## config.mk

```make
export PLATFORM = sky130hd
export DESIGN_NAME = restoring_divider_8bit
export DESIGN_NICKNAME = d
export VERILOG_FILES = /design/src/rtl/restoring_divider_8bit.sv
export SDC_FILE = /design/constraint.sdc
export NUM_CORES = 1
export LEC_CHECK = 0
export CORE_MARGIN = 10
export CORE_UTILIZATION = 35
export DETAILED_ROUTE_END_ITERATION = 10
export GPL_ROUTABILITY_DRIVEN = 0
export SLEW_MARGIN = 10
export SYNTH_ARGS = -nofsm -noshare
export SYNTH_HDL_FRONTEND = slang
export SYNTH_SLANG_ARGS = --single-unit
```

## constraint.sdc

```tcl
create_clock -name clk -period 4 [get_ports clk]
set_input_delay 0.4 -clock clk [delete_from_list [all_inputs] [get_ports clk]]
set_output_delay 0.4 -clock clk [all_outputs]
set_load 0.02 [all_outputs]
```

## src/rtl/restoring_divider_8bit.sv

```systemverilog
// Sequential unsigned 8-bit restoring divider with a start/done handshake, one trial subtraction per cycle.
// Optional macro DIVIDER_ZERO_CHECK_EN: a zero divisor finishes in one cycle and raises div_by_zero.
module restoring_divider_8bit (
   input  logic       clk,
   input  logic       rst,
   input  logic       start,
   input  logic [7:0] dividend,
   input  logic [7:0] divisor,
   output logic [7:0] quotient,
   output logic [7:0] remainder,
   output logic       busy,
   output logic       done,
   output logic       div_by_zero
);

   typedef enum logic [1:0] {IDLE, CALC, DONE} state_t;

   state_t     state_q;
   logic [7:0] q_q;
   logic [7:0] d_q;
   logic [8:0] r_q;
   logic [2:0] cnt_q;
   logic [7:0] quotient_q;
   logic [7:0] remainder_q;
   logic       busy_q;
   logic       done_q;
   logic       dbz_q;

   logic [8:0] s_d;
   logic [9:0] sum_d;
   logic       no_borrow_d;
   logic [8:0] r_d;
   logic [7:0] q_d;
   logic       zero_fast_d;

   // Trial subtraction S - D as S + ~D + 1; the carry out is set exactly when S >= D.
   always_comb begin
      s_d         = {r_q[7:0], q_q[7]};
      sum_d       = {1'b0, s_d} + {1'b0, ~{1'b0, d_q}} + 10'd1;
      no_borrow_d = sum_d[9];
      r_d         = no_borrow_d ? sum_d[8:0] : s_d;
      q_d         = {q_q[6:0], no_borrow_d};
   end

`ifdef DIVIDER_ZERO_CHECK_EN
   assign zero_fast_d = (divisor == 8'd0);
`else
   assign zero_fast_d = 1'b0;
`endif

   // NOTE: sequential state uses non-blocking assignments so every register samples pre-edge values.
   always_ff @(posedge clk) begin
      if (rst) begin
         state_q     <= IDLE;
         q_q         <= 8'd0;
         d_q         <= 8'd0;
         r_q         <= 9'd0;
         cnt_q       <= 3'd0;
         quotient_q  <= 8'd0;
         remainder_q <= 8'd0;
         busy_q      <= 1'b0;
         done_q      <= 1'b0;
         dbz_q       <= 1'b0;
      end else begin
         done_q <= 1'b0;
         case (state_q)
            IDLE, DONE: begin
               if (start && zero_fast_d) begin
                  state_q     <= DONE;
                  done_q      <= 1'b1;
                  quotient_q  <= 8'hFF;
                  remainder_q <= dividend;
                  dbz_q       <= 1'b1;
               end else if (start) begin
                  state_q <= CALC;
                  busy_q  <= 1'b1;
                  q_q     <= dividend;
                  d_q     <= divisor;
                  r_q     <= 9'd0;
                  cnt_q   <= 3'd0;
               end else begin
                  state_q <= IDLE;
               end
            end
            CALC: begin
               q_q   <= q_d;
               r_q   <= r_d;
               cnt_q <= cnt_q + 3'd1;
               if (cnt_q == 3'd7) begin
                  state_q     <= DONE;
                  busy_q      <= 1'b0;
                  done_q      <= 1'b1;
                  quotient_q  <= q_d;
                  remainder_q <= r_d[7:0];
                  dbz_q       <= 1'b0;
               end
            end
            default: state_q <= IDLE;
         endcase
      end
   end

   assign quotient    = quotient_q;
   assign remainder   = remainder_q;
   assign busy        = busy_q;
   assign done        = done_q;
   assign div_by_zero = dbz_q;

endmodule

```

run_1/floorplan.png
Pins as bars on the die edge. Tap cells in grey.
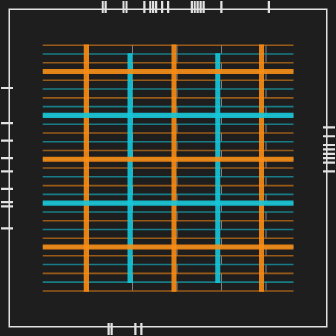
- VDD: cyan
- VSS: orange
- tap cells: 75
- rows: 28
- met4 straps: 5
Chip Height: 98.0 µm
die extent in x: 98.0 µm
Floorplan Core Area: 5920 µm²

run_1/class_map.png
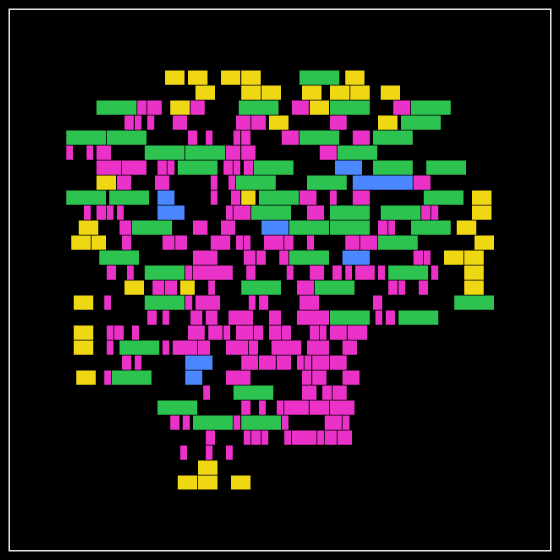
- sequential cells: green (cells 47)
- remaining logic cells: magenta (cells 172)
- clock drivers and dummy loads: blue (cells 8)
- remaining buffers and delay cells: yellow (cells 39)

run_1/clock_wires.png
Bar = 20 µm.
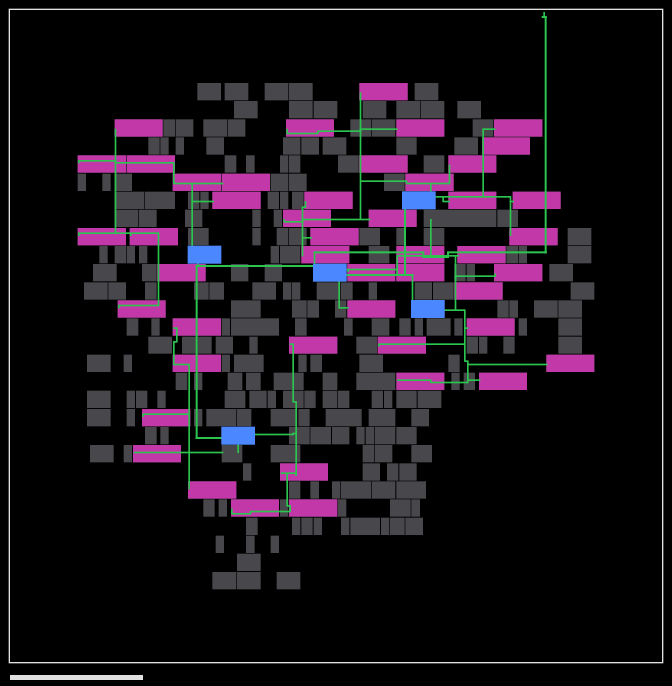
- clock wires: green (length 558 µm)
- flip-flops: magenta (count 47)
- clock-net drivers: blue (count 5)
- routed clock nets: 6

run_1/layers.png
Bar = 20 µm.
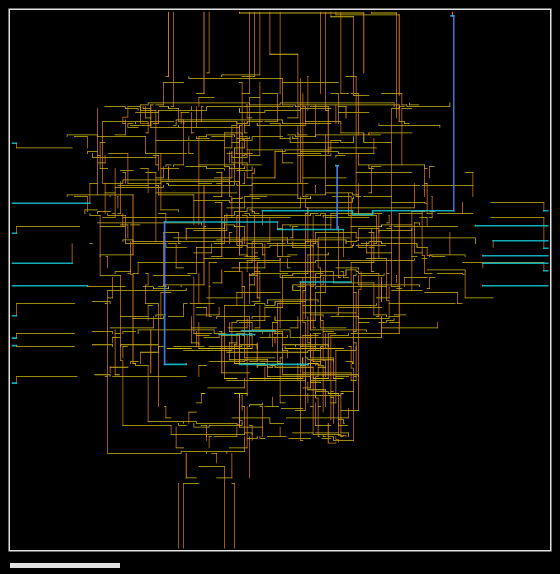
- M3: cyan (wire length 210 µm)
- M2: orange (wire length 2,050 µm)
- M4: blue (wire length 72.8 µm)
- M1: yellow (wire length 2,650 µm)

==> impl_metrics.csv, run 1 <==
group,metric,value,unit
status,outcome,"completed",
grt,number_of_antenna_violations_at_the_first_check_in_global_routing,0,
timing,post-route-min-period,2450,ps
min_path,hold_path_class,"register to register",
timing,totalNegativeSetupSlack,0,ps
timing,worstMarginPinSlew,895,ps
logic_synthesis,synthMuxAreaShare,2.35,%
power,power_density,439,nW/µm²
power,sw_frac_of_total,30.1,%
power,power.sequential.fraction,44.2,%
die,die_outline_area,9600,µm²
logic_synthesis,yosys-top-cells-area,"sky130_fd_sc_hd__dfxtp_1 44%, sky130_fd_sc_hd__nand2_1 6.2%, sky130_fd_sc_hd__ha_1 5.9%",
logic_synthesis,flop_and_latch_count_out_of_synthesis,47,
min_path,hold_end,"remainder[6]",
logic_synthesis,syn_nets,264,
worst_setup_path,worstSetupStartpoint,"d_q[6]",
worst_setup_path,crit_path_max_incr_delay,540,ps
grt,wire_length_of_the_first_global_routing_pass,8670,µm
cells_and_area,regArea,941,µm²
worst_setup_path,criticalPathCategory,"register to register",
die,core.rowCount,28,
timing,finalMaxSlewViolations,0,
cells_and_area,largest_cell_class,"logic gates",
worst_setup_path,cp.depth,7,
power,totalPowerFinal,1.15,mW
logic_synthesis,ys_cells,234,
timing,max_slew_margin,40.2,%
logic_synthesis,synth_top_cell_by_area,"sky130_fd_sc_hd__dfxtp_1",
clock_network,clock_tree.htree_level_count,2,
worst_setup_path,timing.critical_path.buf_inv,1,
clock_network,clkSinkCount,47,
placed_design,place_hpwl,3760,µm
logic_synthesis,syn_inst,234,
power,power.group.top,"sequential cells",
clock_network,post-cts-setup-buffers,0,
run 1: metrics by stage:
stage / hold slack [ps] / worst slack [ps] / cells
6_report: 453 / 1550 / 341
5_1_grt: 492 / 1280 / 341
4_1_cts: 458 / 1530 / 341
3_5_place_dp: 445 / 1490 / 333
3_3_place_gp: 440 / 1530 / 333
2_1_floorplan: 436 / 1940 / 234
run 1: state kept, by name (all words and copies together), names as in the netlist:
register and flops:
busy 1, q_q 8, state_q 2, done 1, d_q 8, r_q 8, remainder 8, cnt_q 3
quotient 8
run 1: per-layer routing:
metal / up-vias / track usage [%]
met1: 796 / 14.5
met5: - / 0
met4: 0 / 4.03
met3: 6 / 2.82
met2: 34 / 15.3
li1: 884 / -
run_1/congestion_map.png
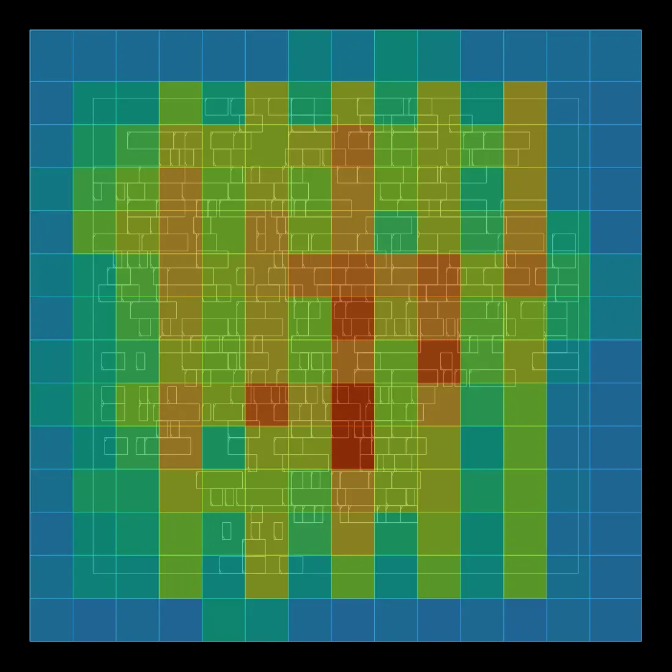

--- run 2 (diff from run 1) ---
==> constraint.sdc (replaced) <==
create_clock -name clk -period 2 [get_ports clk]
set_input_delay 0.2 -clock clk [delete_from_list [all_inputs] [get_ports clk]]
set_output_delay 0.2 -clock clk [all_outputs]
set_load 0.02 [all_outputs]
run_2/congestion_map.png
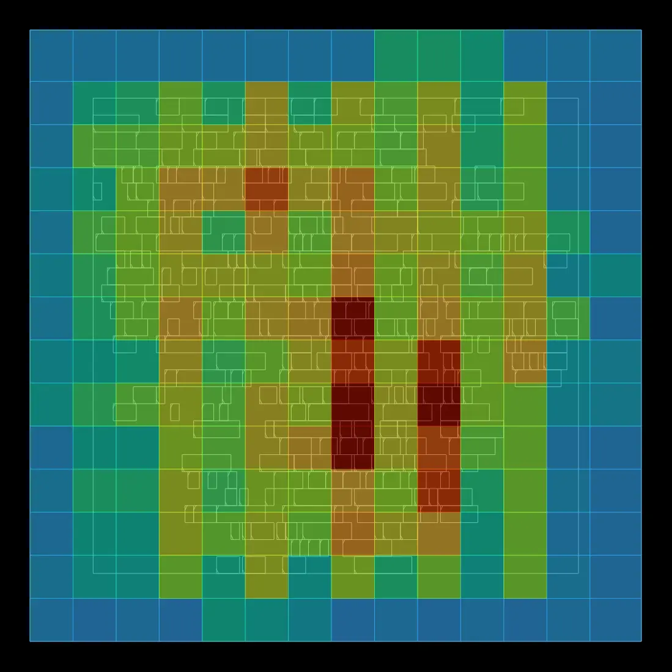
gr usage total: 11.7%
drt wl/cell: 15.4 µm
met2 track demand over resource in global routing: 18.6%
Final Util: 51.8%
GR Util met3: 3.38%

==> impl_metrics.csv, run 2 <==
group,metric,value,unit
logic_synthesis,flop_and_latch_count_out_of_synthesis,47,
power,power.sequential.fraction,38.3,%
cells_and_area,non_filler_instances,375,
min_path,hold_path_class,"primary input to register",
grt,number_of_antenna_violations_at_the_first_check_in_global_routing,0,
die,die_w,98.0,µm
clock_network,post-cts-setup-buffers,2,
placed_design,place_hpwl,4160,µm
power,power_density,869,nW/µm²
logic_synthesis,yosys-top-cells-area,"sky130_fd_sc_hd__dfxtp_1 44%, sky130_fd_sc_hd__nand2_1 6.2%, sky130_fd_sc_hd__ha_1 5.9%",
worst_setup_path,regToRegSetupSlack,50,ps
timing,totalNegativeSetupSlack,0,ps
die,floorplan.core_area,5920,µm²
clock_network,clkSinkCount,47,
grt,wire_length_of_the_first_global_routing_pass,9390,µm
timing,post-route-worst-setup-slack,49.8,ps
placed_design,post-place-cells,365,
grt,top_usage_layer,"met2",
status,outcome,"completed",
power,sw_frac_of_total,31.8,%
logic_synthesis,synth_top_cell_by_area,"sky130_fd_sc_hd__dfxtp_1",
worst_setup_path,worstSetupStartpoint,"d_q[1]",
grt,global_route.usage.met1,14.3,%
worst_setup_path,crit_path_max_incr_delay,330,ps
timing,post-route-min-period,1950,ps
timing,hold-worst-slack,423,ps
worst_setup_path,criticalPathCategory,"register to register",
min_path,worst_hold_startpoint,"divisor[5]",
timing,finalMaxSlewViolations,0,
die,die_y,98.0,µm
routing,detailroute.via_count,1842,
die,die_outline_area,9600,µm²
clock_network,clock_tree.htree_level_count,2,
min_path,hold_end,"d_q[5]",
timing,max_slew_margin,34.4,%
logic_synthesis,synth-main-ff-cell,"sky130_fd_sc_hd__dfxtp_1",
placed_design,post-place-ws,-174,ps
logic_synthesis,syn_inst,234,
logic_synthesis,syn_nets,264,
power,power.group.top,"sequential cells",
worst_setup_path,timing.critical_path.buf_inv,2,
worst_setup_path,cp.depth,8,
## run 2: cell counts after synthesis
Identical to the previous run, type by type.
## run 2: through the flow
step	utilization (%)	total power, mW
2_1_floorplan	-	1.56
3_5_place_dp	46.7	1.84
6_report	51.8	2.67
3_3_place_gp	46.7	1.84
4_1_cts	50.1	2.57
5_1_grt	51.8	2.80
## run 2: final cells by class
class	instances	area, µm²
clock buffer	6	82.6
clock inverter	2	16.3
fill	553	2850
inverter	13	48.8
multi-input combinational	159	1220
sequential	47	955
tap	75	93.8
timing repair buffer	73	651
## run 2: logic make-up after synthesis
group	synth area share, %
AND-OR/OR-AND	24.2
XOR/XNOR	1.65
adder cells (fa/ha/maj)	6.82
buffers and inverters	6.76
flip-flops	44.2
multiplexers	2.35
other	0.176
AND/OR/NAND/NOR	13.8
Power is estimated from default activity; no workload was simulated.
